--- src/rtl/p18_pkg.sv ---
// Shared definitions for the breakout game-state controller and the painters.
// Holds the controller state encoding, default frame timing constants and
// the colour constants the painters use when drawing state-dependent items.
package p18_pkg;

  typedef enum logic [2:0] {
    ST_IDLE,
    ST_SERVE,
    ST_PLAY,
    ST_LOST,
    ST_CLEARED,
    ST_OVER
  } state_e;

  localparam logic [1:0] START_LIVES_DEF  = 2'd3;
  localparam logic [6:0] SERVE_FRAMES_DEF = 7'd60;
  localparam logic [6:0] LOST_FRAMES_DEF  = 7'd90;
  localparam int         FLASH_SHIFT_DEF  = 3;

  // 12-bit RGB (4:4:4) colours shared with the painters
  localparam logic [11:0] COLOR_BG     = 12'h000;
  localparam logic [11:0] COLOR_PADDLE = 12'hFFF;
  localparam logic [11:0] COLOR_LIVES  = 12'h0F0;
  localparam logic [11:0] COLOR_FLASH  = 12'hF00;

endpackage

--- src/rtl/p18_event_latch.sv ---
// Sticky pending-event cell.
// Ports:
//   clk, nRst   : clock, asynchronous active-low reset
//   set_i       : event pulse
//   en_i        : event accepted only while high; flag forced to 0 otherwise
//   consume_i   : frame boundary, clears the flag
//   pend_o      : pending flag, including an event arriving this very cycle
module p18_event_latch (
  input  logic clk,
  input  logic nRst,
  input  logic set_i,
  input  logic en_i,
  input  logic consume_i,
  output logic pend_o
);

  logic pend_q, pend_d;

  // An event on the consuming cycle is seen immediately, not a frame later.
  assign pend_o = en_i & (pend_q | set_i);

  always_comb begin
    pend_d = pend_q;
    if (!en_i)          pend_d = 1'b0;
    else if (consume_i) pend_d = 1'b0;
    else if (set_i)     pend_d = 1'b1;
  end

  always_ff @(posedge clk or negedge nRst) begin
    if (!nRst) pend_q <= 1'b0;
    else       pend_q <= pend_d;
  end

endmodule

--- src/rtl/p18_game_state.sv ---
// Frame-synchronous game-state controller (serve / play / lost / cleared /
// game over) feeding the lives painter. Visible state only moves on
// frame_start; asynchronous game events are latched until then.
// Ports:
//   clk, nRst       : pixel clock, asynchronous active-low reset
//   frame_start     : one-cycle pulse per frame
//   start_btn       : synchronised start button level
//   ball_lost       : pulse, ball left the bottom edge
//   bricks_cleared  : pulse, last brick destroyed
//   lives           : spare lives for the painter
//   ball_active     : ball may move/collide
//   ball_reset      : ball held at serve position
//   game_over       : high in OVER
//   flash           : blink enable while LOST or OVER
//   level_up        : one-cycle pulse when a new level's serve begins
module p18_game_state
  import p18_pkg::*;
#(
  parameter logic [1:0] START_LIVES  = START_LIVES_DEF,
  parameter logic [6:0] SERVE_FRAMES = SERVE_FRAMES_DEF,
  parameter logic [6:0] LOST_FRAMES  = LOST_FRAMES_DEF,
  parameter int         FLASH_SHIFT  = FLASH_SHIFT_DEF
) (
  input  logic       clk,
  input  logic       nRst,
  input  logic       frame_start,
  input  logic       start_btn,
  input  logic       ball_lost,
  input  logic       bricks_cleared,
  output logic [1:0] lives,
  output logic       ball_active,
  output logic       ball_reset,
  output logic       game_over,
  output logic       flash,
  output logic       level_up
);

  state_e                 state_q, state_d;
  logic [1:0]             lives_q, lives_d;
  logic [6:0]             cnt_q, cnt_d;
  logic [FLASH_SHIFT:0]   fcnt_q;
  logic                   btn_q;
  logic                   level_up_q, level_up_d;
  logic                   start_pend, lost_pend, clr_pend;
  logic                   start_en, play_en;

  assign start_en = (state_q == ST_IDLE) || (state_q == ST_OVER);
  assign play_en  = (state_q == ST_PLAY);

  p18_event_latch u_start (
    .clk(clk), .nRst(nRst), .set_i(start_btn & ~btn_q), .en_i(start_en),
    .consume_i(frame_start), .pend_o(start_pend)
  );

  p18_event_latch u_lost (
    .clk(clk), .nRst(nRst), .set_i(ball_lost), .en_i(play_en),
    .consume_i(frame_start), .pend_o(lost_pend)
  );

  p18_event_latch u_clr (
    .clk(clk), .nRst(nRst), .set_i(bricks_cleared), .en_i(play_en),
    .consume_i(frame_start), .pend_o(clr_pend)
  );

  always_comb begin
    state_d    = state_q;
    lives_d    = lives_q;
    cnt_d      = cnt_q;
    level_up_d = 1'b0;
    if (frame_start) begin
      case (state_q)
        ST_IDLE, ST_OVER: begin
          if (start_pend) begin
            lives_d = START_LIVES;
            cnt_d   = SERVE_FRAMES - 7'd1;
            state_d = ST_SERVE;
          end
        end
        ST_SERVE: begin
          if (cnt_q == 7'd0) state_d = ST_PLAY;
          else               cnt_d   = cnt_q - 7'd1;
        end
        ST_PLAY: begin
          // Clearing the level wins over a loss in the same frame.
          if (clr_pend) begin
            cnt_d   = LOST_FRAMES - 7'd1;
            state_d = ST_CLEARED;
          end else if (lost_pend && lives_q == 2'd0) begin
            state_d = ST_OVER;
          end else if (lost_pend) begin
            lives_d = lives_q - 2'd1;
            cnt_d   = LOST_FRAMES - 7'd1;
            state_d = ST_LOST;
          end
        end
        ST_LOST, ST_CLEARED: begin
          if (cnt_q == 7'd0) begin
            cnt_d      = SERVE_FRAMES - 7'd1;
            state_d    = ST_SERVE;
            level_up_d = (state_q == ST_CLEARED);
          end else begin
            cnt_d = cnt_q - 7'd1;
          end
        end
        default: state_d = ST_IDLE;
      endcase
    end
  end

  always_ff @(posedge clk or negedge nRst) begin
    if (!nRst) begin
      state_q    <= ST_IDLE;
      lives_q    <= 2'd0;
      cnt_q      <= 7'd0;
      fcnt_q     <= '0;
      btn_q      <= 1'b0;
      level_up_q <= 1'b0;
    end else begin
      state_q    <= state_d;
      lives_q    <= lives_d;
      cnt_q      <= cnt_d;
      btn_q      <= start_btn;
      level_up_q <= level_up_d;
      if (frame_start) fcnt_q <= fcnt_q + {{FLASH_SHIFT{1'b0}}, 1'b1};
    end
  end

  assign lives       = lives_q;
  assign ball_active = (state_q == ST_PLAY);
  assign ball_reset  = (state_q != ST_PLAY);
  assign game_over   = (state_q == ST_OVER);
  assign flash       = fcnt_q[FLASH_SHIFT] &
                       ((state_q == ST_LOST) || (state_q == ST_OVER));
  assign level_up    = level_up_q;

endmodule

--- config.mk ---
export PLATFORM = sky130hd
export DESIGN_NAME = p18_game_state
export DESIGN_NICKNAME = d
export VERILOG_FILES = /design/src/rtl/p18_pkg.sv /design/src/rtl/p18_event_latch.sv /design/src/rtl/p18_game_state.sv
export SDC_FILE = /design/constraint.sdc
export NUM_CORES = 1
export LEC_CHECK = 0
export ABC_AREA = 1
export CAP_MARGIN = 5
export CORE_MARGIN = 5
export CORE_UTILIZATION = 30
export DETAILED_ROUTE_END_ITERATION = 8
export PLACE_DENSITY = 0.53
export SETUP_SLACK_MARGIN = 0.2
export SYNTH_ARGS = -nofsm -noshare
export SYNTH_HDL_FRONTEND = slang
export SYNTH_SLANG_ARGS = --single-unit
--- constraint.sdc ---
create_clock -name clk -period 2.4 [get_ports clk]
set_input_delay 0.72 -clock clk [delete_from_list [all_inputs] [get_ports clk]]
set_output_delay 0.72 -clock clk [all_outputs]
set_load 0.01 [all_outputs]
==> run notes <==
This memo summarizes the results of the implementation run.

Outcome
The flow ran to the end, and the final reports show no timing, DRC or antenna violations.

Power
The proportion of power drawn by combinational gates is 56.3%. Of the total power, registers draw 31.7%. The worst ir drop on vdd is 0.584 mV.

Per report_power, the clock group accounts for 12.1% of the total. In this run the power density over the cells is 1220 nW/um^2. The post-layout total power is 1.98 mW.

Timing
The number of failing setup endpoints in the final timing report is 0. Setup repair after global routing left no endpoint under its margin. The timing-limited maximum frequency is 481 MHz.

The least setup slack across all paths after layout is 320 ps. The setup clock skew after layout is 4.39 ps.

Layout
Once layout is done, the placed cells without fillers occupy 1620 um^2. Leaving out fill and tap cells, the most frequent cells in the layout are 57 x sky130_fd_sc_hd__nand2_1, 19 x sky130_fd_sc_hd__inv_1, 19 x sky130_fd_sc_hd__dfrtp_1, 14 x sky130_fd_sc_hd__nand3_1, 13 x sky130_fd_sc_hd__nor2_1. The register with the most flip-flops in the layout has 7 of them. Leaving out buffers and inverters, the combinational logic in the layout accounts for 724 um^2.

Clock network
The number of buffers created by CTS is 3. Post-CTS repair ended up resizing 5 cells. The post-CTS hold buffer count recorded in the log is 0.

Global routing
The met2 usage is 16.6%. The global-route wire length before repair is 5050 um.

Drt
The top metal layer carrying routed signals is met4. The script parses the final routing iteration and logs DRC violations as 0. The number of nets with antenna violations after detailed routing is 0.

Synth
For reference, simple AND, OR, NAND and NOR cells occupy 41.6% of the area reported after synthesis. The cell count listed in synth_stat.txt is 180. For reference, full adder, half adder and majority cells occupy 3.69% of the area reported after synthesis. The xor/xnor cell area share of the yosys netlist is 3.23%. The synthesized netlist handed to floorplanning was reported with a cell count of 180. The number of different library cells used by synthesis comes to 24. Per the synth stats, the flop cell with the highest instance count is sky130_fd_sc_hd__dfrtp_1. Ranked by total cell area, the synthesized netlist is headed by sky130_fd_sc_hd__dfrtp_1 39%, sky130_fd_sc_hd__nand2_1 16%, sky130_fd_sc_hd__inv_1 5.3%, sky130_fd_sc_hd__nand3_1 5.2%, sky130_fd_sc_hd__nand3_4 3.9%.

Critical path
The required arrival time at the worst endpoint is 1680 ps. The delay of the slowest critical-path stage is 460 ps.

Hold path
The number of cells on the worst hold path is listed as 2.
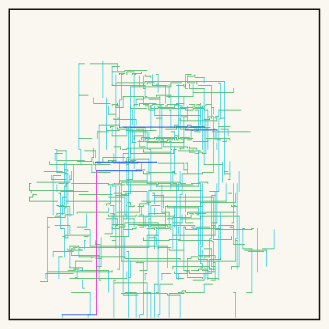
Figure 1: signal wires by layer.
(4 px per um)
- metal 4: magenta (wire length 36.0 um)
- metal 2: cyan (wire length 1,390 um)
- metal 1: green (wire length 1,430 um)
- metal 3: blue (wire length 63.0 um)

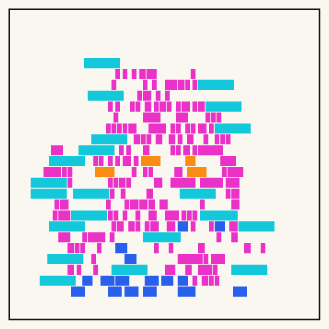
Figure 2: placed cells, one color a class.
(4 px per um)
- remaining buffers and delay cells: blue (cells 16; share of their area 9.6%)
- sequential cells: cyan (cells 21; share of their area 34%)
- combinational and other logic: magenta (cells 158; share of their area 53%)
- clock drivers and dummy loads: orange (cells 4; share of their area 3.1%)

Power and IR drop assume default switching activity.
